--- config.mk ---
export PLATFORM = sky130hd
export DESIGN_NAME = barrel_shifter_pipe
export DESIGN_NICKNAME = d
export VERILOG_FILES = /design/src/rtl/barrel_shifter_pipe.sv
export SDC_FILE = /design/constraint.sdc
export NUM_CORES = 1
export LEC_CHECK = 0
export ABC_AREA = 0
export CAP_MARGIN = 25
export CORE_MARGIN = 2
export CORE_UTILIZATION = 30
export CTS_CLUSTER_DIAMETER = 60
export DETAILED_ROUTE_END_ITERATION = 8
export MAX_ROUTING_LAYER = met4
export PLACE_DENSITY = 0.49
export SLEW_MARGIN = 20
export SYNTH_ARGS = -nofsm -noshare
export SYNTH_HDL_FRONTEND = slang
export SYNTH_SLANG_ARGS = --single-unit
--- constraint.sdc ---
create_clock -name i_clk -period 1.8 [get_ports i_clk]
set_clock_uncertainty 0.15 [all_clocks]
set_input_delay 0.27 -clock i_clk [delete_from_list [all_inputs] [get_ports i_clk]]
set_output_delay 0.27 -clock i_clk [all_outputs]
set_load 0.02 [all_outputs]
--- src/rtl/barrel_shifter_pipe.sv ---
// -----------------------------------------------------------------------------
// barrel_shifter_pipe
//
// Pipelined barrel shifter. Each stage resolves one bit of the shift amount,
// so an operand passes through SHW = log2(WIDTH) registered stages. A stage
// shifts by 2^k when its shift-amount bit is set, and passes the data through
// otherwise. Supported modes: logical left, logical right, arithmetic right
// and rotate left.
//
// Every stage has its own valid bit and load enable. Backpressure therefore
// ripples back one stage at a time. An empty stage always loads, which
// squeezes out bubbles, so the pipe can hold SHW operands while stalled.
//
// Parameters
//   WIDTH    data width, power of two, >= 2
//   SHW      derived: shift-amount width and pipeline depth
//
// Ports
//   i_clk     clock, rising edge
//   i_reset   synchronous active-high reset, flushes every stage
//   i_valid   operand valid          o_ready  operand can be accepted
//   i_in      operand                i_shamt  shift amount 0..WIDTH-1
//   i_mode    00 SLL, 01 SRL, 10 SRA, 11 ROL
//   o_valid   result valid           i_ready  downstream accepts result
//   o_out     shifted result         o_zero   o_out == 0, qualified by o_valid
// -----------------------------------------------------------------------------
module barrel_shifter_pipe #(
  parameter  int WIDTH = 8,
  localparam int SHW   = $clog2(WIDTH)
) (
  input  logic             i_clk,
  input  logic             i_reset,
  input  logic             i_valid,
  output logic             o_ready,
  input  logic [WIDTH-1:0] i_in,
  input  logic [SHW-1:0]   i_shamt,
  input  logic [1:0]       i_mode,
  output logic             o_valid,
  input  logic             i_ready,
  output logic [WIDTH-1:0] o_out,
  output logic             o_zero
);

  localparam logic [1:0] MODE_SLL = 2'b00;
  localparam logic [1:0] MODE_SRL = 2'b01;
  localparam logic [1:0] MODE_SRA = 2'b10;
  localparam logic [1:0] MODE_ROL = 2'b11;

  // Per-stage register contents, exported from each generate block so that
  // the following stage and the output ports can see them.
  logic             st_valid [SHW];
  logic [WIDTH-1:0] st_data  [SHW];
  logic [SHW-1:0]   st_shamt [SHW];
  logic [1:0]       st_mode  [SHW];
  logic             st_zero  [SHW];

  // load[k]: stage k captures its input this cycle.
  logic [SHW-1:0]   load;

  genvar gi;
  generate
    for (gi = 0; gi < SHW; gi++) begin : g_stage
      localparam int STEP = 1 << gi;

      logic             in_valid;
      logic [WIDTH-1:0] in_data;
      logic [SHW-1:0]   in_shamt;
      logic [1:0]       in_mode;
      logic [WIDTH-1:0] shifted;

      logic             valid_reg;
      logic [WIDTH-1:0] data_reg;
      logic [SHW-1:0]   shamt_reg;
      logic [1:0]       mode_reg;
      logic             zero_reg;

      // Stage 0 reads the input port. Its valid is the transfer condition,
      // so operands that are offered but not accepted never enter the pipe.
      if (gi == 0) begin : g_src
        assign in_valid = i_valid & o_ready;
        assign in_data  = i_in;
        assign in_shamt = i_shamt;
        assign in_mode  = i_mode;
      end else begin : g_src
        assign in_valid = st_valid[gi-1];
        assign in_data  = st_data[gi-1];
        assign in_shamt = st_shamt[gi-1];
        assign in_mode  = st_mode[gi-1];
      end

      // A stage may load when it is empty or its contents move on this
      // cycle. Evaluating emptiness per stage is what collapses bubbles.
      if (gi == SHW - 1) begin : g_load
        assign load[gi] = ~valid_reg | i_ready;
      end else begin : g_load
        assign load[gi] = ~valid_reg | load[gi+1];
      end

      // The remaining shift amount is stored right-justified, so bit 0 of
      // the incoming amount always selects this stage's shift of 2^gi.
      always_comb begin
        shifted = in_data;
        if (in_shamt[0]) begin
          case (in_mode)
            MODE_SLL: shifted = {in_data[WIDTH-STEP-1:0], {STEP{1'b0}}};
            MODE_SRL: shifted = {{STEP{1'b0}}, in_data[WIDTH-1:STEP]};
            // Replicating the current MSB keeps the original sign across
            // every later stage, so partial shifts compose correctly.
            MODE_SRA: shifted = {{STEP{in_data[WIDTH-1]}}, in_data[WIDTH-1:STEP]};
            MODE_ROL: shifted = {in_data[WIDTH-STEP-1:0], in_data[WIDTH-1:WIDTH-STEP]};
          endcase
        end
      end

      always_ff @(posedge i_clk) begin
        if (i_reset) begin
          valid_reg <= 1'b0;
          data_reg  <= '0;
          shamt_reg <= '0;
          mode_reg  <= MODE_SLL;
          zero_reg  <= 1'b0;
        end else if (load[gi]) begin
          valid_reg <= in_valid;
          data_reg  <= shifted;
          shamt_reg <= in_shamt >> 1;
          mode_reg  <= in_mode;
          zero_reg  <= ~|shifted;
        end
      end

      assign st_valid[gi] = valid_reg;
      assign st_data[gi]  = data_reg;
      assign st_shamt[gi] = shamt_reg;
      assign st_mode[gi]  = mode_reg;
      assign st_zero[gi]  = zero_reg;
    end
  endgenerate

  // The last stage's remaining amount and mode have no consumer. They are
  // kept so that every stage has the same register layout.
  logic unused_tail;
  assign unused_tail = ^{st_shamt[SHW-1], st_mode[SHW-1]};

  // Reset masks o_ready. This keeps an operand offered during reset from
  // looking accepted to upstream logic.
  assign o_ready = load[0] & ~i_reset;
  assign o_valid = st_valid[SHW-1];
  assign o_out   = st_data[SHW-1];
  assign o_zero  = st_zero[SHW-1];

endmodule

### Met1 routing

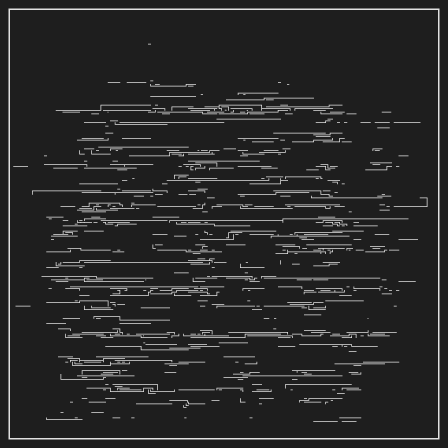
share of all routed wire: 47%
longest straight run: 24.8 um
main direction: horizontal
nets with wire on the layer: 252
wire length on this layer: 2,100 um
met1 Use GR: 17.0%
DR vias: 1,666
Total Wirelength: 4500 um

### M2 wires

Cells faint in the background.
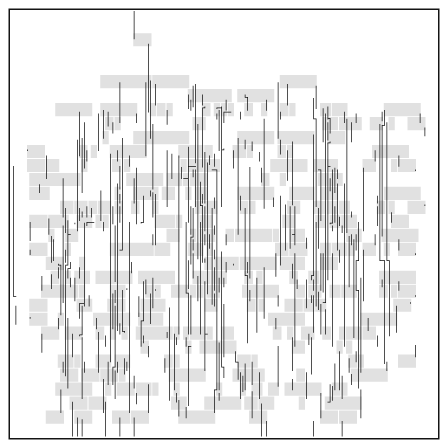
longest straight run: 42.8 um
main direction: vertical
share of all routed wire: 49%
met2 Usage GRT: 24.0%

==> flow_summary_export.csv <==
group,metric,value,unit
status,status,"finished, final reports clean",
setup_path,path_class,"flop to output pin",
grt,grt_pass1_wl,7830,um
setup_path,reg2reg_slack,130,ps
cells_and_area,lay_top_count,"nand2_1",
final_timing,tns,0,ps
grt,grt_pass1_vias,1589,
yosys,ys_ff,35,
setup_path,r2r_end,"o_zero$_SDFFE_PP0P_",
yosys,yosysWarnings,0,
setup_path,ff2ff_path_depth,5,
floorplanning,core_util_floorplan,31.5,%
route,drt-initial-drc-count,72,
place,pre_cts_ws,-521,ps
final_timing,drv_slew,0,
setup_path,cp_max_fo,3,
cells_and_area,layout_top_cells,"38 x nand2_1, 35 x dfxtp_1, 26 x nor2_1",
yosys,netlist_area,0.00189,mm2
floorplanning,die_h,83.3,um
yosys,ys_cells,232,
grt,antenna_found_initial,0,
place,hpwl,3320,um
pwr,p_per_area,804,mW/mm2
setup_path,cp.arrival,1300,ps
### The clock network

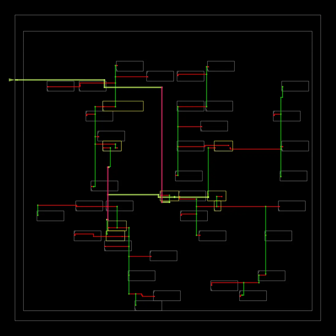
clk latency late pin: 280 ps
num sequential: 35
final-layout clock buffer total: 6
Inserted Clock Buffers: 5
Clock net power: 0.738 mW

[synth_stat cells (all sizes together)]
cell type	instances	area [um2]
nand2	38	143
dfxtp	35	701
nor2	27	101
a21oi	24	128
mux2i	13	130
buf	12	75.1
a211o	11	96.3
clkbuf	8	30.0
o211ai	7	52.6
nor2b	6	37.5
a211oi	5	37.5
inv	5	18.8
nand3	4	20.0
nand2b	3	18.8
nor3	3	15.0
o21ai	3	15.0
a311oi	2	17.5
a31oi	2	12.5
and3b	2	17.5
and4	2	17.5
nand4	2	12.5
o221ai	2	17.5
xnor2	2	55.1
a2bb2oi	1	8.76
a311o	1	10.0
a31o	1	8.76
a32oi	1	8.76
and2	1	6.26
and4b	1	10.0
mux2	1	11.3
nand3b	1	7.51
nor3b	1	7.51
nor4	1	6.26
nor4bb	1	10.0
o21bai	1	7.51
o32ai	1	8.76
or2	1	6.26
[kinds of logic (layout without fill, tap and decap cells)]
kind of cell / after synthesis / in the layout / synth area share, %
AND-OR/OR-AND: 62 / 62 / 22.7
XOR/XNOR: 2 / 2 / 2.92
buffers and inverters: 25 / 57 / 6.57
flip-flops: 35 / 35 / 37.1
multiplexers: 14 / 14 / 7.49
AND/OR/NAND/NOR: 94 / 94 / 23.1
[power breakdown]
group | internal, mW | switching [mW] | total [mW]
logic | 0.183 | 0.147 | 0.330
clock network | 0.448 | 0.289 | 0.738
registers | 0.825 | 0.0559 | 0.881
[worst min path at each step]
| stage | startpoint | endpoint | slack [ps] | cells after the start |
|---|---|---|---|---|
| after floorplan | i_valid | g_stage[0].valid_reg$_SDFFE_PP0N_ | 240 | 2 |
| after global placement | o_out[6]$_SDFFE_PP0P_ | o_out[6]$_SDFFE_PP0P_ | 290 | 2 |
| after detailed placement | o_out[6]$_SDFFE_PP0P_ | o_out[6]$_SDFFE_PP0P_ | 300 | 2 |
| after CTS | o_out[6]$_SDFFE_PP0P_ | o_out[6]$_SDFFE_PP0P_ | 310 | 2 |
| after global routing | o_out[6]$_SDFFE_PP0P_ | o_out[6]$_SDFFE_PP0P_ | 330 | 2 |
| final | o_out[6]$_SDFFE_PP0P_ | o_out[6]$_SDFFE_PP0P_ | 310 | 2 |
[worst max-delay path, stage by stage, from the launching register on]
cell and delay (ps):
dfxtp_1 330, buf_4 110, clkdlybuf4s50_1 590
[metrics by stage]
step | util (%) | hold WS (ps)
after floorplan | - | 241
after global placement | 38.2 | 293
after detailed placement | 38.2 | 295
after CTS | 40.3 | 307
after global routing | 40.4 | 330
final | 40.4 | 305
[routing by layer]
metal,GRT usage (%),up-vias,part of all wire [%]
li1,-,884,-
met1,17.0,749,47
met2,24.0,28,49
met3,2.78,5,3.4
met4,4.47,0,1.0
met5,-,-,0
[repair_timing]
item | CTS | global route
gates resized | 11 | 1
pin swaps | 1 | 0
hold buffers | 0 | 0
endpoints found under the setup margin | 1 | 1
[layout make-up]
cell class | instances | area [um2]
multi-input cells | 172 | 1080
well taps | 75 | 93.8
clock buffers | 6 | 82.6
flip-flops and latches | 35 | 701
inverters | 5 | 18.8
clock inverters | 2 | 35.0
repair buffers | 44 | 410
fillers | 626 | 3570
Power figures rest on the tool's default switching activity, not on a simulated workload.
